$ cat config.mk
export PLATFORM = sky130hd
export DESIGN_NAME = posit_decode_pipe_flat
export DESIGN_NICKNAME = d
export VERILOG_FILES = /design/src/rtl/posit_decode_pipe_pkg.sv /design/src/rtl/posit_decode_pipe_if.sv /design/src/rtl/posit_decode_pipe_count_regime.sv /design/src/rtl/posit_decode_pipe.sv /design/src/flat_wrapper.sv
export SDC_FILE = /design/constraint.sdc
export NUM_CORES = 1
export LEC_CHECK = 0
export CORE_ASPECT_RATIO = 2
export CORE_UTILIZATION = 35
export CTS_BUF_LIST = sky130_fd_sc_hd__clkbuf_2
export DETAILED_ROUTE_END_ITERATION = 12
export DONT_BUFFER_PORTS = 1
export GPL_ROUTABILITY_DRIVEN = 0
export PLACE_DENSITY = 0.6
export SLEW_MARGIN = 20
export SYNTH_ARGS = -nofsm -noshare
export SYNTH_HDL_FRONTEND = slang
export SYNTH_HIERARCHICAL = 1
export SYNTH_SLANG_ARGS = --single-unit
$ cat constraint.sdc
create_clock -name clk -period 16.5 [get_ports clk]
set_clock_uncertainty 0.15 [all_clocks]
set_input_delay 3.3 -clock clk [delete_from_list [all_inputs] [get_ports clk]]
set_output_delay 3.3 -clock clk [all_outputs]
set_load 0.01 [all_outputs]
$ cat src/rtl/posit_decode_pipe_pkg.sv
// Shared width helpers and the decoded-posit record for the posit datapath.
// posit_dec_t is sized for the default posit<32,2> configuration used downstream.
package posit_pkg;

   localparam int DEF_N  = 32;
   localparam int DEF_ES = 2;

   function automatic int rw_f(input int n);
      return $clog2(n);
   endfunction

   function automatic int sw_f(input int n, input int es);
      return $clog2(n) + es + 1;
   endfunction

   function automatic int fw_f(input int n, input int es);
      return n - 2 - es;
   endfunction

   typedef struct packed {
      logic                                   sign;
      logic                                   zero;
      logic                                   nar;
      logic signed [sw_f(DEF_N, DEF_ES)-1:0]  scale;
      logic        [fw_f(DEF_N, DEF_ES)-1:0]  frac;
   } posit_dec_t;

endpackage

$ cat src/rtl/posit_decode_pipe_if.sv
// Input word handshake and decoded-result handshake of the posit decoder.
// The master side produces posit words and consumes results; the decoder is the slave.
interface posit_decode_pipe_if #(
   parameter int N  = 32,
   parameter int ES = 2
) ();
   import posit_pkg::*;

   logic                          in_valid;
   logic                          in_ready;
   logic [N-1:0]                  in_posit;
   logic                          out_valid;
   logic                          out_ready;
   logic                          out_sign;
   logic                          out_zero;
   logic                          out_nar;
   logic signed [sw_f(N, ES)-1:0] out_scale;
   logic [fw_f(N, ES)-1:0]        out_frac;

   modport master (
      output in_valid, in_posit, out_ready,
      input  in_ready, out_valid, out_sign, out_zero, out_nar, out_scale, out_frac
   );

   modport slave (
      input  in_valid, in_posit, out_ready,
      output in_ready, out_valid, out_sign, out_zero, out_nar, out_scale, out_frac
   );

endinterface

$ cat src/rtl/posit_decode_pipe_count_regime.sv
// Counts how many leading bits of i_bits equal i_lead; the count saturates at W.
// Each position tests its whole prefix directly, so there is no ripple chain.
module count_regime #(
   parameter int W  = 31,
   parameter int CW = 5
) (
   input  logic [W-1:0]  i_bits,
   input  logic          i_lead,
   output logic [CW-1:0] o_run
);

   logic [W-1:0] w_same;

   genvar gi;
   generate
      for (gi = 0; gi < W; gi++) begin : g_prefix
         assign w_same[gi] = (i_bits[W-1:gi] == {(W-gi){i_lead}});
      end
   endgenerate

   always_comb begin
      o_run = '0;
      for (int i = 0; i < W; i++) begin
         o_run = o_run + CW'(w_same[i]);
      end
   end

endmodule

$ cat src/rtl/posit_decode_pipe.sv
// Three-stage posit<N,ES> decoder: magnitude/specials, regime strip, scale/fraction assembly.
// All stages advance together unless the output register is full and not being drained.
module posit_decode_pipe
   import posit_pkg::*;
#(
   parameter int N  = 32,
   parameter int ES = 2
) (
   input logic                clk,
   input logic                rst,
   posit_decode_pipe_if.slave bus
);

   localparam int RW = rw_f(N);
   localparam int SW = sw_f(N, ES);
   localparam int FW = fw_f(N, ES);

   logic                 w_advance;

   logic                 w_sign;
   logic                 w_zero;
   logic                 w_nar;
   logic [N-2:0]         w_body;
   logic                 r_s1_valid;
   logic                 r_s1_sign;
   logic                 r_s1_zero;
   logic                 r_s1_nar;
   logic [N-2:0]         r_s1_body;

   logic                 w_r;
   logic [RW-1:0]        w_run;
   logic [RW-1:0]        w_shamt;
   logic signed [RW:0]   w_k;
   logic [N-4:0]         w_rest;
   logic                 r_s2_valid;
   logic                 r_s2_sign;
   logic                 r_s2_zero;
   logic                 r_s2_nar;
   logic signed [RW:0]   r_s2_k;
   logic [N-4:0]         r_s2_rest;

   logic signed [SW-1:0] w_scale;
   logic [FW-1:0]        w_frac;
   logic                 r_out_valid;
   logic                 r_out_sign;
   logic                 r_out_zero;
   logic                 r_out_nar;
   logic signed [SW-1:0] r_out_scale;
   logic [FW-1:0]        r_out_frac;

   assign w_advance    = !(r_out_valid && !bus.out_ready);
   assign bus.in_ready = w_advance;

   // Only the low N-1 bits of the magnitude are kept; the MSB is implied by the sign.
   assign w_sign = bus.in_posit[N-1];
   assign w_body = w_sign ? (~bus.in_posit[N-2:0] + {{(N-2){1'b0}}, 1'b1})
                          : bus.in_posit[N-2:0];
   assign w_zero = (bus.in_posit == '0);
   assign w_nar  = (bus.in_posit == {1'b1, {(N-1){1'b0}}});

   assign w_r = r_s1_body[N-2];

   count_regime #(
      .W  (N-1),
      .CW (RW)
   ) u_count_regime (
      .i_bits (r_s1_body),
      .i_lead (w_r),
      .o_run  (w_run)
   );

   // The run is always >= 1, so the regime MSB and terminator are dropped up front and
   // the remaining run-1 regime bits are shifted out; a saturated run leaves all zeros.
   assign w_shamt = w_run - {{(RW-1){1'b0}}, 1'b1};
   assign w_rest  = r_s1_body[N-4:0] << w_shamt;
   assign w_k     = w_r ? ($signed({1'b0, w_run}) - (RW+1)'(1))
                        : -$signed({1'b0, w_run});

   generate
      if (ES > 0) begin : g_exp
         logic [ES-1:0] w_e;
         assign w_e     = r_s2_rest[N-4 -: ES];
         assign w_scale = {r_s2_k, {ES{1'b0}}} + {{(SW-ES){1'b0}}, w_e};
         assign w_frac  = {1'b1, r_s2_rest[N-4-ES:0]};
      end else begin : g_noexp
         assign w_scale = r_s2_k;
         assign w_frac  = {1'b1, r_s2_rest};
      end
   endgenerate

   always_ff @(posedge clk) begin
      if (rst) begin
         r_s1_valid  <= 1'b0;
         r_s1_sign   <= 1'b0;
         r_s1_zero   <= 1'b0;
         r_s1_nar    <= 1'b0;
         r_s1_body   <= '0;
         r_s2_valid  <= 1'b0;
         r_s2_sign   <= 1'b0;
         r_s2_zero   <= 1'b0;
         r_s2_nar    <= 1'b0;
         r_s2_k      <= '0;
         r_s2_rest   <= '0;
         r_out_valid <= 1'b0;
         r_out_sign  <= 1'b0;
         r_out_zero  <= 1'b0;
         r_out_nar   <= 1'b0;
         r_out_scale <= '0;
         r_out_frac  <= '0;
      end else if (w_advance) begin
         r_s1_valid  <= bus.in_valid;
         r_s1_sign   <= w_sign;
         r_s1_zero   <= w_zero;
         r_s1_nar    <= w_nar;
         r_s1_body   <= w_body;

         r_s2_valid  <= r_s1_valid;
         r_s2_sign   <= r_s1_sign;
         r_s2_zero   <= r_s1_zero;
         r_s2_nar    <= r_s1_nar;
         r_s2_k      <= w_k;
         r_s2_rest   <= w_rest;

         r_out_valid <= r_s2_valid;
         r_out_zero  <= r_s2_zero;
         r_out_nar   <= r_s2_nar;
         if (r_s2_zero || r_s2_nar) begin
            r_out_sign  <= 1'b0;
            r_out_scale <= '0;
            r_out_frac  <= '0;
         end else begin
            r_out_sign  <= r_s2_sign;
            r_out_scale <= w_scale;
            r_out_frac  <= w_frac;
         end
      end
   end

   assign bus.out_valid = r_out_valid;
   assign bus.out_sign  = r_out_sign;
   assign bus.out_zero  = r_out_zero;
   assign bus.out_nar   = r_out_nar;
   assign bus.out_scale = r_out_scale;
   assign bus.out_frac  = r_out_frac;

endmodule

$ cat src/flat_wrapper.sv
// flat-port wrapper written by rule: the top's interface ports become plain ports
module posit_decode_pipe_flat import posit_pkg::*;
#(
   parameter int N  = 32,
   parameter int ES = 2
)
  (clk, rst, bus_in_valid, bus_in_posit, bus_out_ready, bus_in_ready, bus_out_valid, bus_out_sign, bus_out_zero, bus_out_nar, bus_out_scale, bus_out_frac);
  posit_decode_pipe_if #(.N(N), .ES(ES)) bus_i ();
  input logic clk;
  input logic rst;
  input wire logic [$bits(bus_i.in_valid)-1:0] bus_in_valid;
  input wire logic [$bits(bus_i.in_posit)-1:0] bus_in_posit;
  input wire logic [$bits(bus_i.out_ready)-1:0] bus_out_ready;
  output wire logic [$bits(bus_i.in_ready)-1:0] bus_in_ready;
  output wire logic [$bits(bus_i.out_valid)-1:0] bus_out_valid;
  output wire logic [$bits(bus_i.out_sign)-1:0] bus_out_sign;
  output wire logic [$bits(bus_i.out_zero)-1:0] bus_out_zero;
  output wire logic [$bits(bus_i.out_nar)-1:0] bus_out_nar;
  output wire logic [$bits(bus_i.out_scale)-1:0] bus_out_scale;
  output wire logic [$bits(bus_i.out_frac)-1:0] bus_out_frac;
  assign bus_i.in_valid = bus_in_valid;
  assign bus_i.in_posit = bus_in_posit;
  assign bus_i.out_ready = bus_out_ready;
  assign bus_in_ready = bus_i.in_ready;
  assign bus_out_valid = bus_i.out_valid;
  assign bus_out_sign = bus_i.out_sign;
  assign bus_out_zero = bus_i.out_zero;
  assign bus_out_nar = bus_i.out_nar;
  assign bus_out_scale = bus_i.out_scale;
  assign bus_out_frac = bus_i.out_frac;
  posit_decode_pipe #(.N(N), .ES(ES)) u_core (.clk(clk), .rst(rst), .bus(bus_i));
endmodule
==> run notes <==
The following summarizes the physical implementation.

Run status
The flow ran to the end, and the final reports show no timing, DRC or antenna violations.

Clocking
On the reported timing paths, the clock transition at the registers reads 0.18 ns. In this run the number of H-tree levels came out at 4. The clock reaches the later pin of the worst-skew pair after between 0.7 and 0.8 ns.

The CTS root buffer is sky130_fd_sc_hd__clkbuf_2.

Pwr
The leakage power is 0.00306 uW.

Place
After legalization and detailed placement, the total HPWL measured approximately 17 mm. The worst-case setup slack after placement is ~6.4 ns.

Logic synthesis
After technology mapping, the gate count stands at 906. The post-synthesis register bit count is roughly 110. The fraction of synthesized cell area taken by the top area cell type is 30.5%.

Setup path
The nature of the critical path startpoint is a flop. The critical path is of the reg2reg type. Along the worst path, the maximum fanout reaches 53.

Floorplan
The tapcell count is approximately 270. The vertical die dimension reported for this design is between 200 and 250 um. The x dimension of the die is around 110 um.

Global route
The number of global-route vias before repair is about 6,500. Global routing finished with a remaining overflow of 0.

Cells and area
At the end of the flow, the number of nets in the layout was 939. The footprint of the multi-input gates is roughly 0.0048 sq mm.

Route
The number of remaining DRC errors is 0.
[stage by stage]
step	util [%]	power (uW)	cell area, sq um
final	37.8	2000	7910
after global routing	37.8	2140	7910
after CTS	37.8	1990	7910
after detailed placement	36.6	1790	7670
after global placement	36.6	1790	7670
after floorplan	-	1450	7470
[tightest hold or removal path, cell delays in order, from the launching register on]
cell and delay [ns]:
sky130_fd_sc_hd__dfxtp_1 0.35, sky130_fd_sc_hd__nand2_1 0.05, sky130_fd_sc_hd__a21oi_1 0.05
[per-layer routing]
layer / share of wire, % / up-vias / global-route usage, % / wire, um
met2: 55 / 218 / 38.4 / 12000
met3: 4.0 / 101 / 4.62 / 875
met4: 7.6 / 0 / 16.6 / 1660
met1: 33 / 3124 / 18.0 / 7310
met5: 0 / - / 0 / 0
li1: - / 3201 / - / -
[where the power goes]
part	switching (uW)	internal (uW)
registers	44.3	326
clock network	119	71.0
logic	852	586
total	1020	984
[final timing paths]
check	start	to	slack, ns
max	u_core/r_s1_body[30]	u_core/r_s2_rest[28]	6.44
min	u_core/r_s1_zero	u_core/r_s1_zero	0.31
max reg2reg	u_core/r_s1_body[30]	u_core/r_s2_rest[28]	6.44
min reg2reg	u_core/r_s1_zero	u_core/r_s1_zero	0.31
[kinds of logic (layout without fill, tap and decap cells)]
family          count (synthesis)  in the layout
compound gates                208            208
xor+xnor                       46             46
fa+ha+maj                      33             33
buf+inv                       104             81
flops                         114            114
mux                            62             62
other cells                     0              1
simple gates                  339            339
[flip-flops by register name (all words and copies together) (netlist names), 6 cells and up]
signal / count
u_core/r_s1_body: 31
u_core/r_s2_rest: 29
u_core/bus.out_frac: 28
u_core/bus.out_scale: 8
u_core/r_s2_k: 6
### Placement view

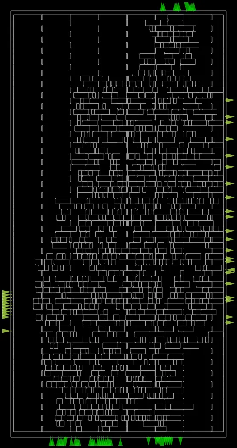
number of flip-flops and latches: 114
share of the core filled with cells: 37.8%
Placement Rows: 75

### Cell density map

11 x 21 tiles, from black (low) to pale yellow (high), 0 to 100% covered.
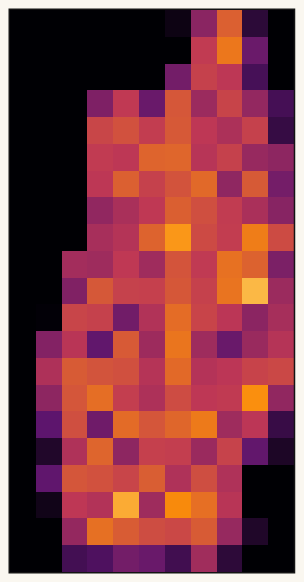
- fullest tile: 85%
- nearly empty tiles: 28%
- mean over tiles: 35%
- emptiest ninth of the die: upper left
- tiles over 75% full: 1.7%
Core ar.: 0.0209 sq mm
effective utilization at floorplan: 35.7%

Power figures rest on the tool's default switching activity, not on a simulated workload.
